**src/rtl/uart_pkg.sv**
```systemverilog
// uart_pkg: shared definitions for the UART receive path.
//   uart_state_t    - receiver FSM state encoding (3-bit)
//   UART_DATA_BITS  - payload bits per frame
//   UART_IDLE_LEVEL - line level while no frame is in flight
package uart_pkg;

    typedef enum logic [2:0] {
        IDLE   = 3'd0,
        START  = 3'd1,
        DATA   = 3'd2,
        PARITY = 3'd3,
        STOP   = 3'd4,
        BREAK  = 3'd5
    } uart_state_t;

    localparam int unsigned UART_DATA_BITS  = 8;
    localparam logic        UART_IDLE_LEVEL = 1'b1;

endpackage

```
**src/rtl/sync_2ff.sv**
```systemverilog
// sync_2ff: two-flop synchronizer for a single asynchronous input pin.
// Ports:
//   clk_from_FPGA  in  - destination clock
//   rst_from_FPGA  in  - asynchronous active-low reset, loads RESET_VAL
//   async_in       in  - asynchronous input
//   sync_out       out - input retimed into the clk_from_FPGA domain (2-cycle latency)
// Parameter RESET_VAL sets the value both flops take in reset (default 1,
// matching an idle-high line).
module sync_2ff #(
    parameter logic RESET_VAL = 1'b1
) (
    input  logic clk_from_FPGA,
    input  logic rst_from_FPGA,
    input  logic async_in,
    output logic sync_out
);

    logic meta_q;
    logic sync_q;

    always_ff @(posedge clk_from_FPGA or negedge rst_from_FPGA) begin
        if (!rst_from_FPGA) begin
            meta_q <= RESET_VAL;
            sync_q <= RESET_VAL;
        end else begin
            meta_q <= async_in;
            sync_q <= meta_q;
        end
    end

    assign sync_out = sync_q;

endmodule

```
**src/rtl/uart_rx.sv**
```systemverilog
// uart_rx: 8N1 UART receiver (LSB first) with a valid/ready holding register.
// Bit timing is derived from a per-bit clock count (CLKS_PER_BIT core clocks).
// Ports:
//   clk_from_FPGA         in   core clock, rising edge
//   rst_from_FPGA         in   asynchronous active-low reset
//   uart_rx_pin_for_FPGA  in   raw serial line (idle high, asynchronous)
//   rx_data               out  last received byte
//   rx_valid              out  rx_data holds an unconsumed byte
//   rx_ready              in   consumer accepts when rx_valid && rx_ready
//   rx_frame_err          out  1-cycle pulse: stop bit sampled low
//   rx_overrun            out  1-cycle pulse: unconsumed byte overwritten
//   rx_busy               out  FSM not in IDLE
//   rx_parity_err         out  (UART_RX_PARITY_EN only) 1-cycle pulse on bad even parity
// Build option: define UART_RX_PARITY_EN for 8E1 frames (parity state + rx_parity_err).
module uart_rx
    import uart_pkg::*;
#(
    parameter int CLKS_PER_BIT = 104,
    parameter int DATA_BITS    = 8
) (
    input  logic       clk_from_FPGA,
    input  logic       rst_from_FPGA,
    input  logic       uart_rx_pin_for_FPGA,
    output logic [7:0] rx_data,
    output logic       rx_valid,
    input  logic       rx_ready,
    output logic       rx_frame_err,
    output logic       rx_overrun,
    output logic       rx_busy
`ifdef UART_RX_PARITY_EN
    ,
    output logic       rx_parity_err
`endif
);

    generate
        if (CLKS_PER_BIT < 4) begin : g_bad_cpb
            $error("uart_rx: CLKS_PER_BIT must be at least 4");
        end
        if (DATA_BITS != UART_DATA_BITS) begin : g_bad_bits
            $error("uart_rx: DATA_BITS is fixed at 8");
        end
    endgenerate

    localparam int unsigned CNT_W = $clog2(CLKS_PER_BIT);
    localparam logic [CNT_W-1:0] HALF_M1  = CNT_W'(CLKS_PER_BIT / 2 - 1);
    localparam logic [CNT_W-1:0] FULL_M1  = CNT_W'(CLKS_PER_BIT - 1);
    localparam logic [2:0]       LAST_BIT = 3'(UART_DATA_BITS - 1);

    logic rxs;

    sync_2ff #(
        .RESET_VAL(UART_IDLE_LEVEL)
    ) u_sync (
        .clk_from_FPGA (clk_from_FPGA),
        .rst_from_FPGA (rst_from_FPGA),
        .async_in      (uart_rx_pin_for_FPGA),
        .sync_out      (rxs)
    );

    uart_state_t      state_q, state_d;
    logic [CNT_W-1:0] cnt_q,   cnt_d;
    logic [2:0]       bit_q,   bit_d;
    logic [7:0]       shreg_q, shreg_d;
    logic [7:0]       data_q,  data_d;
    logic             valid_q, valid_d;
    logic             ferr_q,  ferr_d;
    logic             ovr_q,   ovr_d;
    logic             stop_ok;
    logic             stop_bad;
`ifdef UART_RX_PARITY_EN
    logic             par_q,   par_d;
    logic             perr_q,  perr_d;
`endif

    always_ff @(posedge clk_from_FPGA or negedge rst_from_FPGA) begin
        if (!rst_from_FPGA) begin
            state_q <= IDLE;
            cnt_q   <= '0;
            bit_q   <= '0;
            shreg_q <= '0;
            data_q  <= '0;
            valid_q <= 1'b0;
            ferr_q  <= 1'b0;
            ovr_q   <= 1'b0;
`ifdef UART_RX_PARITY_EN
            par_q   <= 1'b0;
            perr_q  <= 1'b0;
`endif
        end else begin
            state_q <= state_d;
            cnt_q   <= cnt_d;
            bit_q   <= bit_d;
            shreg_q <= shreg_d;
            data_q  <= data_d;
            valid_q <= valid_d;
            ferr_q  <= ferr_d;
            ovr_q   <= ovr_d;
`ifdef UART_RX_PARITY_EN
            par_q   <= par_d;
            perr_q  <= perr_d;
`endif
        end
    end

    // Frame FSM: next state, counters and shift register.
    always_comb begin
        state_d  = state_q;
        cnt_d    = cnt_q;
        bit_d    = bit_q;
        shreg_d  = shreg_q;
        stop_ok  = 1'b0;
        stop_bad = 1'b0;
`ifdef UART_RX_PARITY_EN
        par_d    = par_q;
`endif
        unique case (state_q)
            IDLE: begin
                if (!rxs) begin
                    state_d = START;
                    cnt_d   = '0;
                end
            end
            START: begin
                // Re-check the line mid start bit so short glitches are rejected.
                if (cnt_q == HALF_M1) begin
                    cnt_d = '0;
                    if (!rxs) begin
                        state_d = DATA;
                        bit_d   = '0;
                    end else begin
                        state_d = IDLE;
                    end
                end else begin
                    cnt_d = cnt_q + 1'b1;
                end
            end
            DATA: begin
                if (cnt_q == FULL_M1) begin
                    cnt_d   = '0;
                    shreg_d = {rxs, shreg_q[7:1]};
                    bit_d   = bit_q + 1'b1;
                    if (bit_q == LAST_BIT) begin
`ifdef UART_RX_PARITY_EN
                        state_d = PARITY;
`else
                        state_d = STOP;
`endif
                    end
                end else begin
                    cnt_d = cnt_q + 1'b1;
                end
            end
`ifdef UART_RX_PARITY_EN
            PARITY: begin
                if (cnt_q == FULL_M1) begin
                    cnt_d   = '0;
                    par_d   = rxs;
                    state_d = STOP;
                end else begin
                    cnt_d = cnt_q + 1'b1;
                end
            end
`endif
            STOP: begin
                if (cnt_q == FULL_M1) begin
                    cnt_d = '0;
                    if (rxs) begin
                        stop_ok = 1'b1;
                        state_d = IDLE;
                    end else begin
                        stop_bad = 1'b1;
                        state_d  = BREAK;
                    end
                end else begin
                    cnt_d = cnt_q + 1'b1;
                end
            end
            BREAK: begin
                // Wait out a held-low line so it cannot look like new start bits.
                if (rxs) begin
                    state_d = IDLE;
                end
            end
            default: begin
                state_d = IDLE;
                cnt_d   = '0;
            end
        endcase
    end

    // Holding register: a fresh byte wins over an accept in the same cycle.
    always_comb begin
        data_d  = data_q;
        valid_d = valid_q;
        ovr_d   = 1'b0;
        ferr_d  = stop_bad;
        if (stop_ok) begin
            data_d  = shreg_q;
            valid_d = 1'b1;
            ovr_d   = valid_q && !rx_ready;
        end else if (valid_q && rx_ready) begin
            valid_d = 1'b0;
        end
`ifdef UART_RX_PARITY_EN
        perr_d = (stop_ok || stop_bad) && (^{shreg_q, par_q});
`endif
    end

    assign rx_data      = data_q;
    assign rx_valid     = valid_q;
    assign rx_frame_err = ferr_q;
    assign rx_overrun   = ovr_q;
    assign rx_busy      = (state_q != IDLE);
`ifdef UART_RX_PARITY_EN
    assign rx_parity_err = perr_q;
`endif

endmodule

```
**config.mk**
```make
export PLATFORM = sky130hd
export DESIGN_NAME = uart_rx
export DESIGN_NICKNAME = d
export VERILOG_FILES = /design/src/rtl/uart_pkg.sv /design/src/rtl/sync_2ff.sv /design/src/rtl/uart_rx.sv
export SDC_FILE = /design/constraint.sdc
export NUM_CORES = 1
export LEC_CHECK = 0
export CAP_MARGIN = 20
export CORE_ASPECT_RATIO = 1.75
export CORE_MARGIN = 2
export CORE_UTILIZATION = 38
export CTS_CLUSTER_SIZE = 24
export DETAILED_ROUTE_END_ITERATION = 6
export PLACE_DENSITY_LB_ADDON = 0.08
export SETUP_SLACK_MARGIN = 0.1
export SYNTH_ARGS = -nofsm -noshare
export SYNTH_HDL_FRONTEND = slang
export SYNTH_SLANG_ARGS = --single-unit
```
**constraint.sdc**
```tcl
create_clock -name clk_from_FPGA -period 2.7 [get_ports clk_from_FPGA]
set_clock_uncertainty 0.1 [all_clocks]
set_input_delay 0.27 -clock clk_from_FPGA [delete_from_list [all_inputs] [get_ports clk_from_FPGA]]
set_output_delay 0.27 -clock clk_from_FPGA [all_outputs]
set_load 0.01 [all_outputs]
```
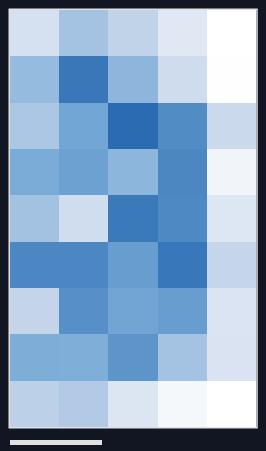
(run_1/util_map.png)
The bar under the picture is 20 um long. The die is cut into 5 by 9 equal tiles; white is low, dark blue is high, 0 to 100% covered.
densest ninth of the die: middle
fullest tile: 76%
mean over tiles: 39%
nearly empty tiles: 6.7%
tiles over 75% full: 2.2%
core area: 0.004111 mm2
Core Util at FP: 0.3929
final core occ: 0.4647

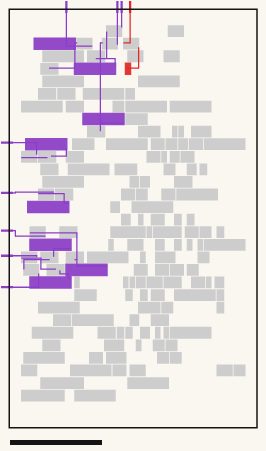
(run_1/port_trees.png)
The bar under the picture is 20 um long.
legend:
  red:
    port: rx_ready
    bits: 1
    direction: input
    edge: top
    end_cells: 1
    buffers: 1
    wire: 15.2 um
  purple:
    port: rx_data
    bits: 8
    direction: output
    edge: 5 left, 3 top
    end_cells: 8
    buffers: 8
    wire: 180 um
count of port buffers added during placement: 15
top-level port count: 16

==> impl_metrics.json, run 1 <==
{
  "met1_length_um": 1301,
  "share_clk_of_total_power": 0.424,
  "first_pass_grt_wire_length_um": 5554,
  "synth_cells": 132,
  "antenna_violations_before_repair": 0,
  "warnings": 26,
  "non_clock_buffer_area_share": 0.09430,
  "path_cells": "and4bb_1 -> nand3_4 -> nor4_4 -> mux2_2",
  "post-route-period-util": 0.8206,
  "cts_buffer_depth": 2,
  "wl_per_cell_um": 16.00,
  "crit-reg2reg-capture": "rx_data[3]",
  "top_power_group": "sequential cells",
  "period_minus_slack_ps": 2215,
  "tritoncts.num_buffers": 5,
  "synthDominantCellAreaShare": 0.4957,
  "vias": 1145,
  "global_route.peak_usage_layer": "met2",
  "power.total_uw": 920.3,
  "synthesis.nets": 139,
  "final-setup-viol-count": 0,
  "drt-total-wl_um": 3215,
  "setup.worst_path.start_class": "flop",
  "switching_power_share_of_the_total": 0.2140,
  "yosys-mux-area-fraction": 0.1255,
  "fin_hold_ws_ps": 258.6,
  "path_clk_slew_ps": 70,
  "synth-xor-area-share": 0.01627,
  "cp.required_ps": 2770,
  "htree_levels": 2,
  "timing.reg2reg.worst_path_depth": 4,
  "leakage_power_figure_nw": 0.8620,
  "synth.yosys.chip_area_mm2": 0.001615,
  "p_int_uw": 723.4,
  "seq_cell_power_uw": 514,
  "portion_of_total_power_attributed_to_sequential_cells": 0.558,
  "tapcell_count": 49,
  "global_route.usage.total": 0.1549,
  "cts.hold.buffers_added": 0,
  "and_or_nand_nor_area_frac": 0.1743,
  "gr-usage-met3": 0.03477,
  "area_used_by_sequential_logic_in_the_layout_um2": 853.3,
  "synth.yosys.warnings": 0,
  "drt_first_pass_iters": 4,
  "final.signal_inverter_count": 4,
  "syn2layout_area_growth_pct": 18.28,
  "viasPerCell": 5.697,
  "final_report_max_slew_violation_count": 0,
  "fp.dieArea_mm2": 0.004809,
  "tightestPinTransition_ps": 661.1,
  "synthAdderAreaFrac": 0.02324,
  "most_common_flop_cell_mapped_by_yosys": "dfrtp_1",
  "dr_wl_met3_um": 77,
  "place_area_mm2": 0.001819,
  "layout.cell_area.non_filler_mm2": 0.001911,
  "postCtsResizedCells": 0,
  "maxCapViolations": 0,
  "ys_types": 46,
  "antenna_left": 0,
  "finish.net_count": 158,
  "worstReg2RegStart": "cnt_q[4]",
  "setup.worst_path.end": "rx_data[3]",
  "setup_slack_ps": 484.5,
  "layout.cells.most_common": "dfrtp_1",
  "most_numerous_logic_cells_after_layout": "dfrtp_1, mux2_2, clkdlybuf4s50_1",
  "place.gp.congestion": 0.9343,
  "wl_met2_um": 1734,
  "clk-insertion-delay-late_ps": 280,
  "grt_pass1_vias": 1166,
  "drive_above_1_share": 0.2303,
  "timing.critical_path.depth": 4,
  "logic_gate_count": 87,
  "netlist_area_mm2": 0.001615,
  "top_signal_layer_used": "met4",
  "grt_util_met1": 0.1795,
  "p_comb_frac": 0.018,
  "top_area_cell_class": "sequential cells",
  "final.signal_buffer_count": 19,
  "dp.final_hpwl_um": 2336,
  "dp_worst_setup_slack_ps": 478.3,
  "pwr_density_cell_mw_per_mm2": 481.7,
  "setup_cp_type": "reg -> reg",
  "clock-sinks": 34,
  "antenna-diode-count": 0,
  "ff2ff_setup_slack_ps": 480,
  "most_common_cell": "dfrtp_1",
  "synth-async-reset-ratio": 1.000,
  "globalRouteOverflowTotal": 0,
  "worst_setup_path_end_kind": "flop",
  "synth_area_per_cell_um2": 12.24,
  "clock_buffer_count": 7,
  "clk-power_uw": 390,
  "yosys.area_share.aoi": 0.09992,
  "final-comb-area_um2": 709.4,
  "fmax_mhz": 451.4,
  "worst_hold_path_type": "reg -> reg",
  "dp_cells": 193,
  "grt_util_met2": 0.2531,
  "setup.worst_path.start": "cnt_q[4]",
  "rsz0062_at_grt": "false",
  "top_cells_by_area": "dfrtp_1, mux2_2, dfstp_2",
  "cp_max_fo": 10,
  "combAreaFraction": 0.3713,
  "drt-initial-drc-count": 24,
  "tritoncts": "done",
  "critPathBufInv": 0,
  "endpoint_arrival_time_on_the_critical_path_ps": 2280,
  "synth_stat.cells": 132,
  "max_slew_margin": 0.5559,
  "post_synth_most_frequent_cells": "dfrtp_1, mux2_2, nand2_1, nor2_1",
  "status": "finished clean",
  "critical_path.max_stage_delay_ps": 610,
  "pin_count_of_the_biggest_net_entering_global_routing": 35,
  "worstHoldEndpoint": "u_sync.sync_out",
  "critical_path.top_delay_family": "simple AND/OR/NAND/NOR gates",
  "drc": 0,
  "yosys.stat.seqShare": 0.5283,
  "top_area_cell": "dfrtp_1",
  "postCtsSetupBuffers": 0,
  "edff_count_synth": 0,
  "timing.setup.tns_ps": 0,
  "clock_tree_area_fraction": 0.04781,
  "yosys_register_bits": 34,
  "critical_path.slowest_cell": "nor4_4",
  "hold_start": "u_sync.meta_q"
}
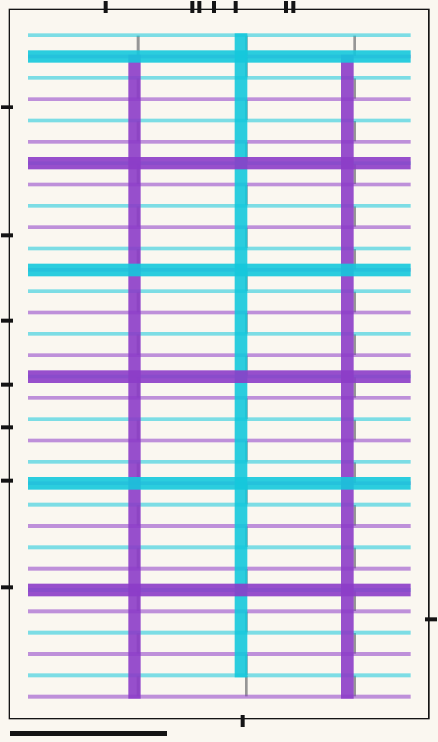
(run_1/floorplan.png)
The bar under the picture is 20 um long. Pins as bars on the die edge. Tap cells in grey.
legend:
  purple:
    net: VSS
  cyan:
    net: VDD
met5 straps: 6
met4 straps: 3
Horiz. Die Dim: 53.29 um
worst IR drop on VDD: 0.3396 mV

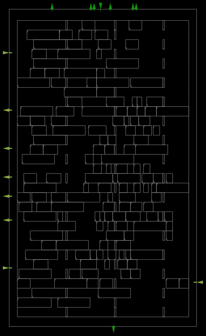
(run_1/placed.png)
post-route insts no fill: 201
number of sequential cells: 34
fraction of area in registers: 0.4466
cell row count: 31

==> run_1/ff_map.png <==
The bar under the picture is 20 um long. Other sequential cells in the stronger grey, the rest of the logic in the fainter grey.
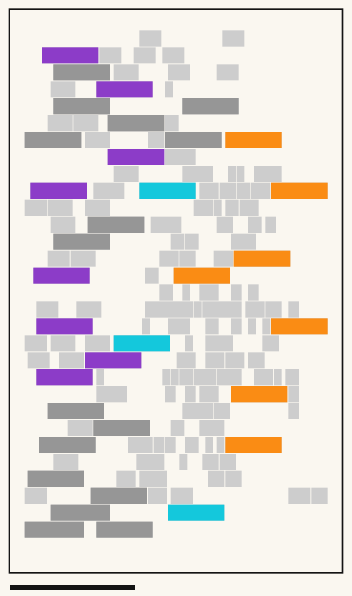

==> run 1 -> run 2 <==
==> constraint.sdc (replaced) <==
create_clock -name clk_from_FPGA -period 2.26 [get_ports clk_from_FPGA]
set_clock_uncertainty 0.1 [all_clocks]
set_input_delay 0.226 -clock clk_from_FPGA [delete_from_list [all_inputs] [get_ports clk_from_FPGA]]
set_output_delay 0.226 -clock clk_from_FPGA [all_outputs]
set_load 0.01 [all_outputs]
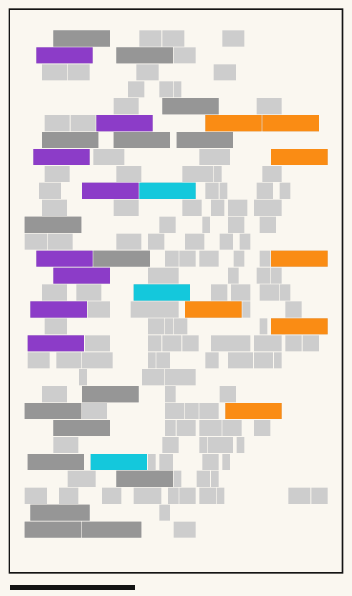
(run_2/ff_map.png)
The bar under the picture is 20 um long. Other sequential cells in the stronger grey, the rest of the logic in the fainter grey.
legend:
  orange:
    netlist_name: cnt_q
    sequential_cells: 7
  purple:
    netlist_name: rx_data
    sequential_cells: 8
  cyan:
    netlist_name: state_q
    sequential_cells: 3
final core occ: 0.4775
flip-flop and latch power: 614 uW

==> run 2 against run 1 <==
Effect of this change: first-iteration DRC count is 42% lower; routed wire length is 6.6% higher; synthesized cell count stayed put; register-to-register slack worse by 220 ps; final cell count is 3.5% higher; via count is 0.44% lower; critical path type unchanged; critical endpoint is now bit_q[0]; largest power group unchanged.
==> impl_metrics.json, run 2 <==
{
  "status": "finished clean",
  "endpoint_arrival_time_on_the_critical_path_ps": 2060,
  "warnings": 26,
  "design.seq.count": 34,
  "count_of_port_buffers_added_during_placement": 15,
  "final.signal_inverter_count": 4,
  "drt_first_pass_iters": 4,
  "fin_hold_ws_ps": 239.4,
  "netlist_area_mm2": 0.001615,
  "gr-usage-met3": 0.04305,
  "pwr_density_cell_mw_per_mm2": 556.5,
  "cp_max_fo": 4,
  "synthAdderAreaFrac": 0.02324,
  "rsz0062_at_grt": "false",
  "drc": 0,
  "portion_of_total_power_attributed_to_sequential_cells": 0.562,
  "timing.reg2reg.worst_path_depth": 6,
  "tapcell_count": 49,
  "most_numerous_logic_cells_after_layout": "dfrtp_1, mux2_2, clkdlybuf4s50_1, buf_4",
  "fp.dieArea_mm2": 0.004809,
  "share_clk_of_total_power": 0.420,
  "fmax_mhz": 501.9,
  "combAreaFraction": 0.3614,
  "crit-reg2reg-capture": "bit_q[0]",
  "first_pass_grt_wire_length_um": 5927,
  "yosys_register_bits": 34,
  "dp_worst_setup_slack_ps": 281.0,
  "max_slew_margin": 0.7127,
  "clock-sinks": 34,
  "worst_hold_path_type": "in -> async",
  "yosys.stat.seqShare": 0.5283,
  "antenna_left": 0,
  "synth_stat.cells": 132,
  "worst_setup_path_end_kind": "flop",
  "non_clock_buffer_area_share": 0.1185,
  "wl_met2_um": 1966,
  "and_or_nand_nor_area_frac": 0.1743,
  "viasPerCell": 5.481,
  "top_area_cell_class": "sequential cells",
  "core_region_area_mm2": 0.004111,
  "cts_buffer_depth": 2,
  "synthDominantCellAreaShare": 0.4957,
  "dr_wl_met3_um": 75,
  "maxCapViolations": 0,
  "critical_path.max_stage_delay_ps": 390,
  "timing.critical_path.depth": 6,
  "layout.cell_area.non_filler_mm2": 0.001963,
  "dp_cells": 200,
  "floorplan.io_pins": 16,
  "ff2ff_setup_slack_ps": 270,
  "path_clk_slew_ps": 70,
  "area_used_by_sequential_logic_in_the_layout_um2": 853.3,
  "edff_count_synth": 0,
  "synth-xor-area-share": 0.01627,
  "top_area_cell": "dfrtp_1",
  "clock_tree_area_fraction": 0.04653,
  "synth-async-reset-ratio": 1.000,
  "synth.yosys.chip_area_mm2": 0.001615,
  "top_signal_layer_used": "met4",
  "clock_buffer_count": 7,
  "synth.yosys.warnings": 0,
  "path_cells": "ha_1 -> nor4b_1 -> buf_4 -> and4_1 -> o21ai_0 -> mux2_2",
  "core_util_at_fp": 0.3929,
  "top_power_group": "sequential cells",
  "drt-total-wl_um": 3426,
  "seq_area_frac": 0.4347,
  "finish.cell_count_without_fillers": 208,
  "grt_pass1_vias": 1233,
  "cts.hold.buffers_added": 0,
  "vias": 1140,
  "global_route.usage.total": 0.1684,
  "critical_path.slowest_cell": "dfrtp_1",
  "wl_per_cell_um": 16.47,
  "tightestPinTransition_ps": 430.9
}
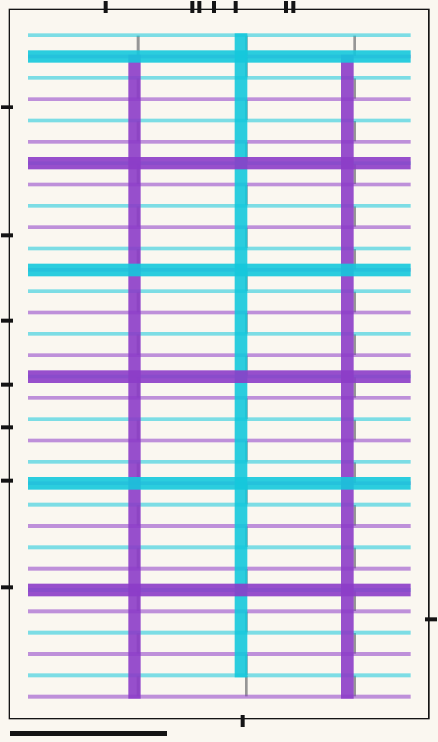
(run_2/floorplan.png)
The bar under the picture is 20 um long. Pins as bars on the die edge. Tap cells in grey.
legend:
  cyan:
    net: VDD
  purple:
    net: VSS
met4 straps: 3
signal pins: 16
worst IR drop on VDD: 0.5220 mV
Die Ht: 90.25 um

==> run_2/placed.png <==
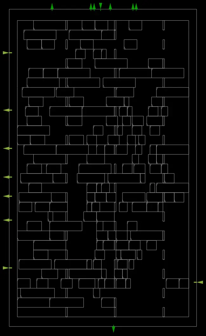

==> run 2 -> run 3 <==
--- a/config.mk
+++ b/config.mk
@@ -12,7 +12,6 @@
 export CTS_CLUSTER_SIZE = 24
 export DETAILED_ROUTE_END_ITERATION = 6
 export PLACE_DENSITY_LB_ADDON = 0.08
-export SETUP_SLACK_MARGIN = 0.1
 export SYNTH_ARGS = -nofsm -noshare
 export SYNTH_HDL_FRONTEND = slang
 export SYNTH_SLANG_ARGS = --single-unit
==> constraint.sdc (replaced) <==
create_clock -name clk_from_FPGA -period 1.94 [get_ports clk_from_FPGA]
set_clock_uncertainty 0.1 [all_clocks]
set_input_delay 0.194 -clock clk_from_FPGA [delete_from_list [all_inputs] [get_ports clk_from_FPGA]]
set_output_delay 0.194 -clock clk_from_FPGA [all_outputs]
set_load 0.01 [all_outputs]
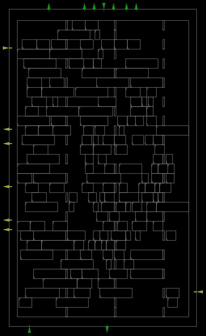
(run_3/placed.png)
filler instances: 407
fraction of area in registers: 0.4246

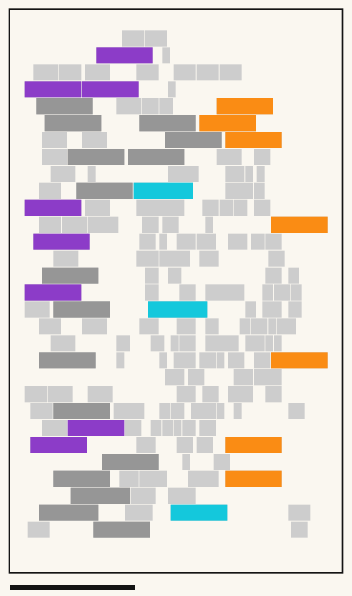
(run_3/ff_map.png)
The bar under the picture is 20 um long. Other sequential cells in the stronger grey, the rest of the logic in the fainter grey.
legend:
  cyan:
    netlist_name: state_q
    sequential_cells: 3
  orange:
    netlist_name: cnt_q
    sequential_cells: 7
  purple:
    netlist_name: rx_data
    sequential_cells: 8
not coloured: 16
final core occ: 0.4903
flip-flop and latch power: 715 uW
area used by sequential logic in the layout: 855.8 um2

==> run 3 against run 2 <==
Effect of this change: area after synthesis unchanged; first-iteration DRC count rose to 2.6 times the previous value; non-clock buffer count up 6; via count up 0.44%; largest power group unchanged.
==> impl_metrics.json, run 3 <==
{
  "setup_slack_ps": 83.16,
  "synth.yosys.warnings": 0,
  "fp.dieArea_mm2": 0.004809,
  "clk-power_uw": 510,
  "maxCapViolations": 0,
  "place_area_mm2": 0.001923,
  "critical_path.top_delay_family": "simple AND/OR/NAND/NOR gates",
  "core.rowCount": 31,
  "drt_first_pass_iters": 4,
  "final_report_max_slew_violation_count": 0,
  "synth-async-reset-ratio": 1.000,
  "design.seq.count": 34,
  "dr_wl_met3_um": 83,
  "global_route.usage.total": 0.1644,
  "synth_cells": 132,
  "most_common_flop_cell_mapped_by_yosys": "dfrtp_1",
  "synthAdderAreaFrac": 0.02324,
  "portion_of_total_power_attributed_to_sequential_cells": 0.573,
  "wl_per_cell_um": 15.47,
  "worstReg2RegStart": "state_q[0]",
  "cts.hold.buffers_added": 0,
  "status": "finished clean",
  "non_clock_buffer_area_share": 0.1390,
  "synth_stat.cells": 132,
  "syn2layout_area_growth_pct": 24.79,
  "max_slew_margin": 0.7183,
  "antenna-diode-count": 0,
  "timing.setup.tns_ps": 0,
  "p_int_uw": 974.2,
  "gr-usage-met3": 0.04636,
  "core_util_at_fp": 0.3929,
  "tapcell_count": 49,
  "switching_power_share_of_the_total": 0.2187,
  "drive_above_1_share": 0.3091,
  "die_h_um": 90.25,
  "finish.net_count": 171,
  "floorplan.io_pins": 16,
  "finish.cell_count_without_fillers": 214,
  "setup.worst_path.start_class": "flop",
  "leakage_power_figure_nw": 0.9204,
  "tritoncts.num_buffers": 5,
  "top_cells_by_area": "dfrtp_1, mux2_2, dfstp_2",
  "setup.worst_path.start": "state_q[0]",
  "crit-reg2reg-capture": "cnt_q[5]",
  "yosys.stat.seqShare": 0.5283,
  "dp.final_hpwl_um": 2459,
  "ff2ff_setup_slack_ps": 80,
  "power.total_mw": 1.247,
  "ys_types": 46,
  "synthesis.nets": 139,
  "grt_util_met2": 0.2788,
  "post_synth_most_frequent_cells": "dfrtp_1, mux2_2, nand2_1, nor2_1",
  "critical_path.max_stage_delay_ps": 550,
  "post-route-period-util": 0.9571,
  "grt_pass1_vias": 1232,
  "tritoncts": "done",
  "pwr_density_cell_mw_per_mm2": 618.6,
  "dp_cells": 206,
  "final-comb-area_um2": 719.4,
  "wl_met2_um": 1867,
  "critPathBufInv": 0,
  "p_comb_frac": 0.018,
  "yosys_register_bits": 34,
  "most_common_cell": "dfrtp_1",
  "cp.required_ps": 2050,
  "clock_tree_area_fraction": 0.04159,
  "top_area_cell_class": "sequential cells",
  "setup.worst_path.end": "cnt_q[5]",
  "share_clk_of_total_power": 0.409,
  "ir_worst_vdd_mv": 0.4147,
  "warnings": 27,
  "met1_length_um": 1294,
  "final.signal_buffer_count": 32,
  "cts_buffer_depth": 2,
  "timing.critical_path.depth": 4,
  "edff_count_synth": 0,
  "clock-sinks": 34,
  "timing.reg2reg.worst_path_depth": 4,
  "viasPerCell": 5.350,
  "drt-initial-drc-count": 36,
  "top_area_cell": "dfrtp_1",
  "synthDominantCellAreaShare": 0.4957,
  "grt_util_met1": 0.1829,
  "logic_gate_count": 87,
  "pin_count_of_the_biggest_net_entering_global_routing": 35,
  "worst_setup_path_end_kind": "flop"
}
Power figures rest on the tool's default switching activity, not on a simulated workload.
